[src/rtl/clk_div_pkg.sv]
// Shared constants, config request type and helpers for the clk_div_bank divider slice.
package clk_div_pkg;

   localparam int DEF_NCH     = 4;
   localparam int DEF_DW      = 16;
   localparam int DEF_DIV_RST = 2;

   // Widest channel select (16 channels) and widest divisor the bank supports.
   localparam int MAX_CHW = 4;
   localparam int MAX_DW  = 32;

   typedef struct packed {
      logic [MAX_CHW-1:0] chan;
      logic [MAX_DW-1:0]  div;
   } cfg_req_t;

   // Counter values below this threshold drive the high half of the period.
   function automatic logic [MAX_DW-1:0] half_thr(input logic [MAX_DW-1:0] div);
      return div >> 1;
   endfunction

endpackage

[src/rtl/clk_div_chan.sv]
// One divider channel: period counter, active/shadow divisor, level output and period tick.
module clk_div_chan
   import clk_div_pkg::*;
#(
   parameter int DW      = DEF_DW,
   parameter int DIV_RST = DEF_DIV_RST
)(
   input  logic          clk,
   input  logic          rst,
   input  logic          en,
   input  logic          sync,
   input  logic          load,
   input  logic [DW-1:0] load_div,
   output logic          pend,
   output logic          div_out,
   output logic          tick
);

   logic [DW-1:0] cnt_reg, cnt_next;
   logic [DW-1:0] div_reg, shadow_reg, div_eff, nxt;
   logic          pend_reg, div_out_reg, div_out_next, tick_reg, tick_next;
   logic          wrap, apply;

   always_comb begin
      wrap         = (cnt_reg == div_reg - DW'(1));
      // A pending divisor only takes over at a period boundary, so no period is cut short.
      apply        = pend_reg && (!en || sync || wrap);
      div_eff      = apply ? shadow_reg : div_reg;
      nxt          = wrap ? '0 : cnt_reg + DW'(1);
      cnt_next     = '0;
      div_out_next = 1'b0;
      tick_next    = 1'b0;
      if (en && !sync) begin
         cnt_next     = nxt;
         div_out_next = (nxt < DW'(half_thr(MAX_DW'(div_eff))));
         tick_next    = wrap;
      end
   end

   always_ff @(posedge clk or negedge rst) begin
      if (!rst) begin
         cnt_reg     <= '0;
         div_reg     <= DW'(DIV_RST);
         shadow_reg  <= '0;
         pend_reg    <= 1'b0;
         div_out_reg <= 1'b0;
         tick_reg    <= 1'b0;
      end else begin
         cnt_reg     <= cnt_next;
         div_out_reg <= div_out_next;
         tick_reg    <= tick_next;
         // load is only ever granted while pend is clear, so it never collides with apply.
         if (apply) begin
            div_reg  <= shadow_reg;
            pend_reg <= 1'b0;
         end else if (load) begin
            shadow_reg <= load_div;
            pend_reg   <= 1'b1;
         end
      end
   end

   assign pend    = pend_reg;
   assign div_out = div_out_reg;
   assign tick    = tick_reg;

endmodule

[src/rtl/clk_div_bank.sv]
// Bank of NCH programmable dividers producing level outputs and period ticks,
// with a valid/ready port for runtime divisor updates.
module clk_div_bank
   import clk_div_pkg::*;
#(
   parameter int  NCH     = DEF_NCH,
   parameter int  DW      = DEF_DW,
   parameter int  DIV_RST = DEF_DIV_RST,
   localparam int CHW     = (NCH > 1) ? $clog2(NCH) : 1
)(
   input  logic           clk,
   input  logic           rst,
   input  logic [NCH-1:0] en,
   input  logic           sync,
   input  logic           cfg_valid,
   output logic           cfg_ready,
   input  logic [CHW-1:0] cfg_chan,
   input  logic [DW-1:0]  cfg_div,
   output logic           cfg_err,
   output logic [NCH-1:0] div_out,
   output logic [NCH-1:0] tick
);

   cfg_req_t       req;
   logic           in_range, req_ok, accept;
   logic           cfg_err_reg;
   logic [NCH-1:0] pend, load;

   assign req.chan = MAX_CHW'(cfg_chan);
   assign req.div  = MAX_DW'(cfg_div);

   assign in_range  = (int'(req.chan) < NCH);
   assign req_ok    = in_range && (req.div != '0);
   // Out-of-range selects have no channel to stall on; they are accepted and flagged.
   assign cfg_ready = in_range ? ~pend[cfg_chan] : 1'b1;
   assign accept    = cfg_valid && cfg_ready;

   always_ff @(posedge clk or negedge rst) begin
      if (!rst) begin
         cfg_err_reg <= 1'b0;
      end else begin
         cfg_err_reg <= accept && !req_ok;
      end
   end

   assign cfg_err = cfg_err_reg;

   for (genvar gi = 0; gi < NCH; gi++) begin : g_chan
      assign load[gi] = accept && req_ok && (req.chan == MAX_CHW'(gi));

      clk_div_chan #(
         .DW      (DW),
         .DIV_RST (DIV_RST)
      ) u_chan (
         .clk      (clk),
         .rst      (rst),
         .en       (en[gi]),
         .sync     (sync),
         .load     (load[gi]),
         .load_div (cfg_div),
         .pend     (pend[gi]),
         .div_out  (div_out[gi]),
         .tick     (tick[gi])
      );
   end

endmodule

[config.mk]
export PLATFORM = sky130hd
export DESIGN_NAME = clk_div_bank
export DESIGN_NICKNAME = d
export VERILOG_FILES = /design/src/rtl/clk_div_pkg.sv /design/src/rtl/clk_div_chan.sv /design/src/rtl/clk_div_bank.sv
export SDC_FILE = /design/constraint.sdc
export NUM_CORES = 1
export LEC_CHECK = 0
export ABC_AREA = 1
export CAP_MARGIN = 20
export CORE_ASPECT_RATIO = 0.5
export CORE_UTILIZATION = 50
export CTS_CLUSTER_SIZE = 25
export DETAILED_ROUTE_END_ITERATION = 12
export PLACE_DENSITY = 0.63
export SETUP_SLACK_MARGIN = 0.1
export SLEW_MARGIN = 5
export SYNTH_ARGS = -nofsm -noshare
export SYNTH_HDL_FRONTEND = slang
export SYNTH_HIERARCHICAL = 1
export SYNTH_SLANG_ARGS = --single-unit
[constraint.sdc]
create_clock -name clk -period 5.2 [get_ports clk]
set_input_delay 0.78 -clock clk [delete_from_list [all_inputs] [get_ports clk]]
set_output_delay 0.78 -clock clk [all_outputs]
set_load 0.005 [all_outputs]
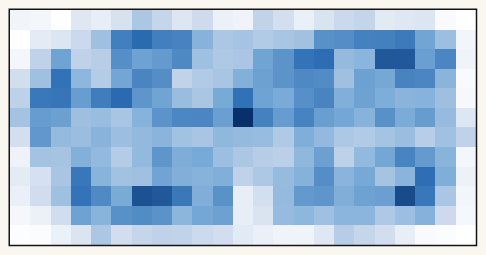
run_1/route_heat.png
(2 px per um) 23 x 12 tiles, from white (low) to dark blue (high), scaled to the fullest tile. Values are wire area over tile area, all layers added.
mean over tiles = 0.19
fullest tile = 0.48
nearly empty tiles = 1.8%
densest ninth of the die = centre
tiles over half the peak = 33%
drt wl/cell: 15.83 um
Total Wirelength: 33350 um

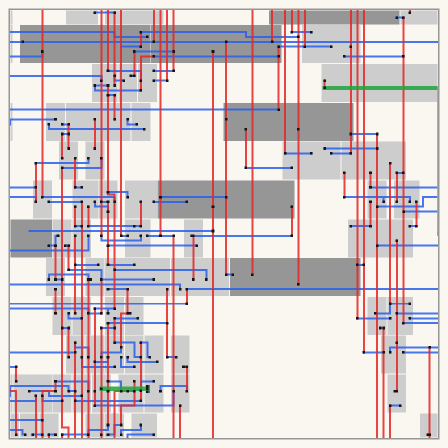
run_1/closeup.png
Region (101, 20) to (131, 50) um. Cells in grey, sequential cells in the stronger grey; small squares are vias.
M2 -> red
M3 -> green
M4 -> orange
M1 -> blue
netlist names of flops here include = g_chan.u_chan/div_reg (3), g_chan.u_chan/shadow_reg (2)
most frequent = nand2_1 (18), inv_1 (12), nor2_1 (5)
sequential cells in the window = 5
cells with their middle in the window = 59

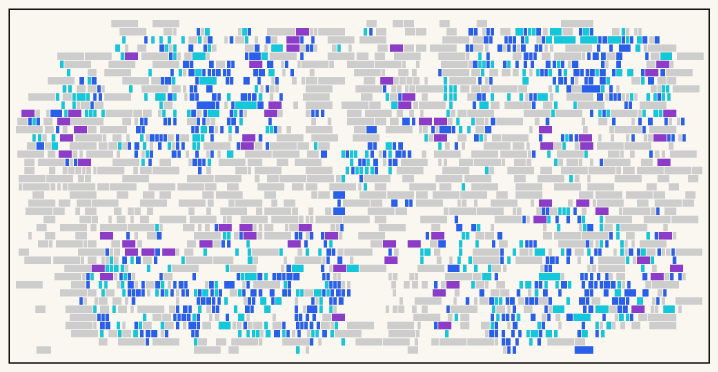
run_1/gates.png
(3 px per um)
nand cells -> blue  # cells 530, where widely spread
fa/ha/maj cells -> purple  # cells 64
nor cells -> cyan  # cells 334, where widely spread

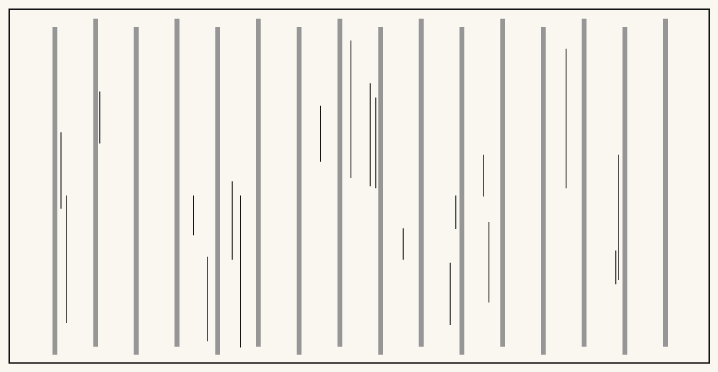
run_1/m4.png
(3 px per um) Supply wires on this layer in grey.
main direction = vertical
share of all routed wire = 1.5%
longest straight run = 50.3 um

==> results.toml, run 1 <==
# physical design summary
[run_status]
outcome = "finished clean"

[clock_network]
clk_pin_slew_worst_paths_ns = 0.06
clk_latency_ns = 0.50
cts.sinks = 205
clk_path_buf_depth = 3

[min_path]
hold_class = "primary input to async pin"

[synthesis]
ys_sh_aoi = 0.04988
synth_chip_area_sq_um = 13320
ys.flops = 205
synth.distinct_cells = 45
synth_area_leader_cell = "dfrtp_1"
fa_ha_area_frac = 0.06012
edf_count = 0
synth_top_cell_by_count = "nand2_1"

[pwr]
power_leader = "combinational cells"
p_clk_frac = 0.226
pg_clk_mw = 1.58
p_int_mw = 4.103
vdd_drop_max_mv = 0.2705
p_sw_frac = 0.4112

[floorplan]
io_pins = 36
num_tap_cells = 344
core_sq_um = 25650

[setup_path]
reg2reg_to = "g_chan[1].u_chan/div_out$_DFF_PN0_"
ff2ff_setup_slack_ns = 1.11
crit_fanout = 29
worstReg2RegStart = "g_chan[1].u_chan/div_reg[1]$_DFF_PN1_"
cp-start-kind = "flop"
critPathLaunch = "g_chan[1].u_chan/div_reg[1]$_DFF_PN1_"
rr_worst_depth = 22
arrival_ns = 4.47
worst_path_most_repeated_cell = "inv_1"

[placed_design]
place.gp.congestion = 0.9062
placed_area_sq_um = 13990
preCtsSetupSlack_ns = 1.114

[grt]
grt_pass1_vias = 10338
busiest_layer = "met1"
grt_overflow = 0

[sta]
fmax_ghz = 0.2443
rsz0062_at_grt = "no"
skew_ns = 0.007874

[layout]
fillers = 2409
clk_share = 0.04809
dominant_cells = "multi-input combinational cells"
clkbuf_count = 30
multi_input_comb_cells = 1241
area_delta_synth_final_pct = 10.35

[route]
route.met3.wl_um = 1943
routedLengthMet1_um = 16750
firstDrtPassIters = 8
vias = 10896

[flow_run]
max_cap_viol_count = 0
==> run 1 -> run 2 <==
- PLACE_DENSITY: 0.63 -> 0.65
- clock period: 5.2 -> 3.7 ns (I/O delays scaled with it)
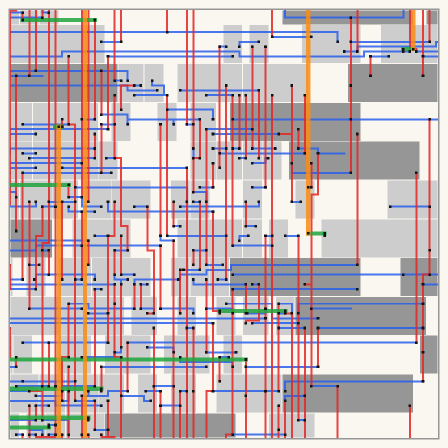
run_2/closeup.png
Region (101, 20) to (131, 50) um. Cells in grey, sequential cells in the stronger grey; small squares are vias.
M3 -> green
M1 -> blue
M4 -> orange
M2 -> red
cells with their middle in the window = 71
netlist names of flops here include = g_chan.u_chan/cnt_reg (4), g_chan.u_chan/div_reg (3)
most frequent = nand2_1 (11), inv_1 (10), dfrtp_1 (8)
sequential cells in the window = 8

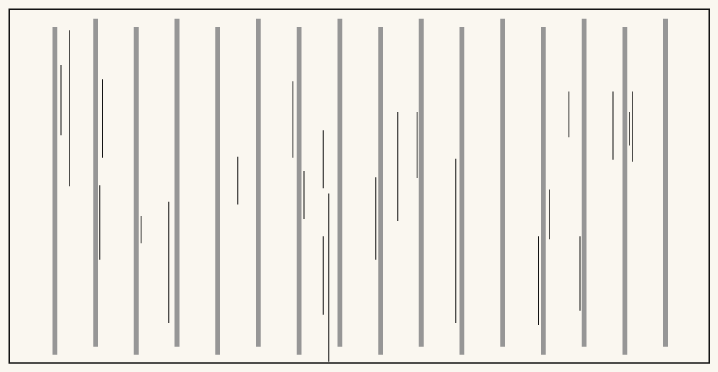
run_2/m4.png
(3 px per um) Supply wires on this layer in grey.
main direction = vertical
wire length on this layer = 612 um
longest straight run = 55.8 um
nets with wire on the layer = 14

==> run 2 against run 1 <==
Power rose by 47%. Sequential cell count did not move. Sequential power rose by 43%. Non-clock buffer count rose by 31. Wire length rose by 3.0%. Core utilization rose by 1.8 points. Design area rose by 3.1%. Highest routed layer unchanged.
==> results.toml, run 2 <==
# physical design summary
[layout]
dominant_cells = "multi-input combinational cells"
clk_share = 0.05109
fillers = 2350
area_delta_synth_final_pct = 13.82
multi_input_comb_cells = 1241

[route]
routed_wl_um = 34350
firstDrtPassIters = 6
avgRoutedWirePerCell_um = 16.07

[placed_design]
placed_area_sq_um = 14170
preCtsSetupSlack_ns = 0.1014
place.gp.congestion = 0.9636

[sta]
fmax_ghz = 0.2915
skew_ns = 0.009350

[pwr]
pg_clk_mw = 2.42
p_sw_frac = 0.4121
vdd_drop_max_mv = 0.3311
p_int_mw = 6.030
p_clk_frac = 0.236

[floorplan]
core_sq_um = 25650
num_tap_cells = 344
io_pins = 36

[grt]
grt_overflow = 0
grt_pass1_vias = 10719

[setup_path]
worst_path_most_repeated_cell = "nand2_1"
worstReg2RegStart = "g_chan[3].u_chan/div_reg[1]$_DFF_PN1_"
crit_fanout = 8
critPathLaunch = "g_chan[3].u_chan/div_reg[1]$_DFF_PN1_"
ff2ff_setup_slack_ns = 0.27
reg2reg_to = "g_chan[3].u_chan/div_out$_DFF_PN0_"
arrival_ns = 3.82
cp-start-kind = "flop"
rr_worst_depth = 21

[clock_network]
clk_path_buf_depth = 3
clk_latency_ns = 0.52
clk_pin_slew_worst_paths_ns = 0.07
cts.sinks = 205

[flow_run]
max_cap_viol_count = 0

[synthesis]
synth_area_leader_cell = "dfrtp_1"
fa_ha_area_frac = 0.06012
edf_count = 0
ys.flops = 205
synth_chip_area_sq_um = 13320

[run_status]
outcome = "finished clean"

[min_path]
hold_class = "primary input to async pin"
Power is estimated from default activity; no workload was simulated.
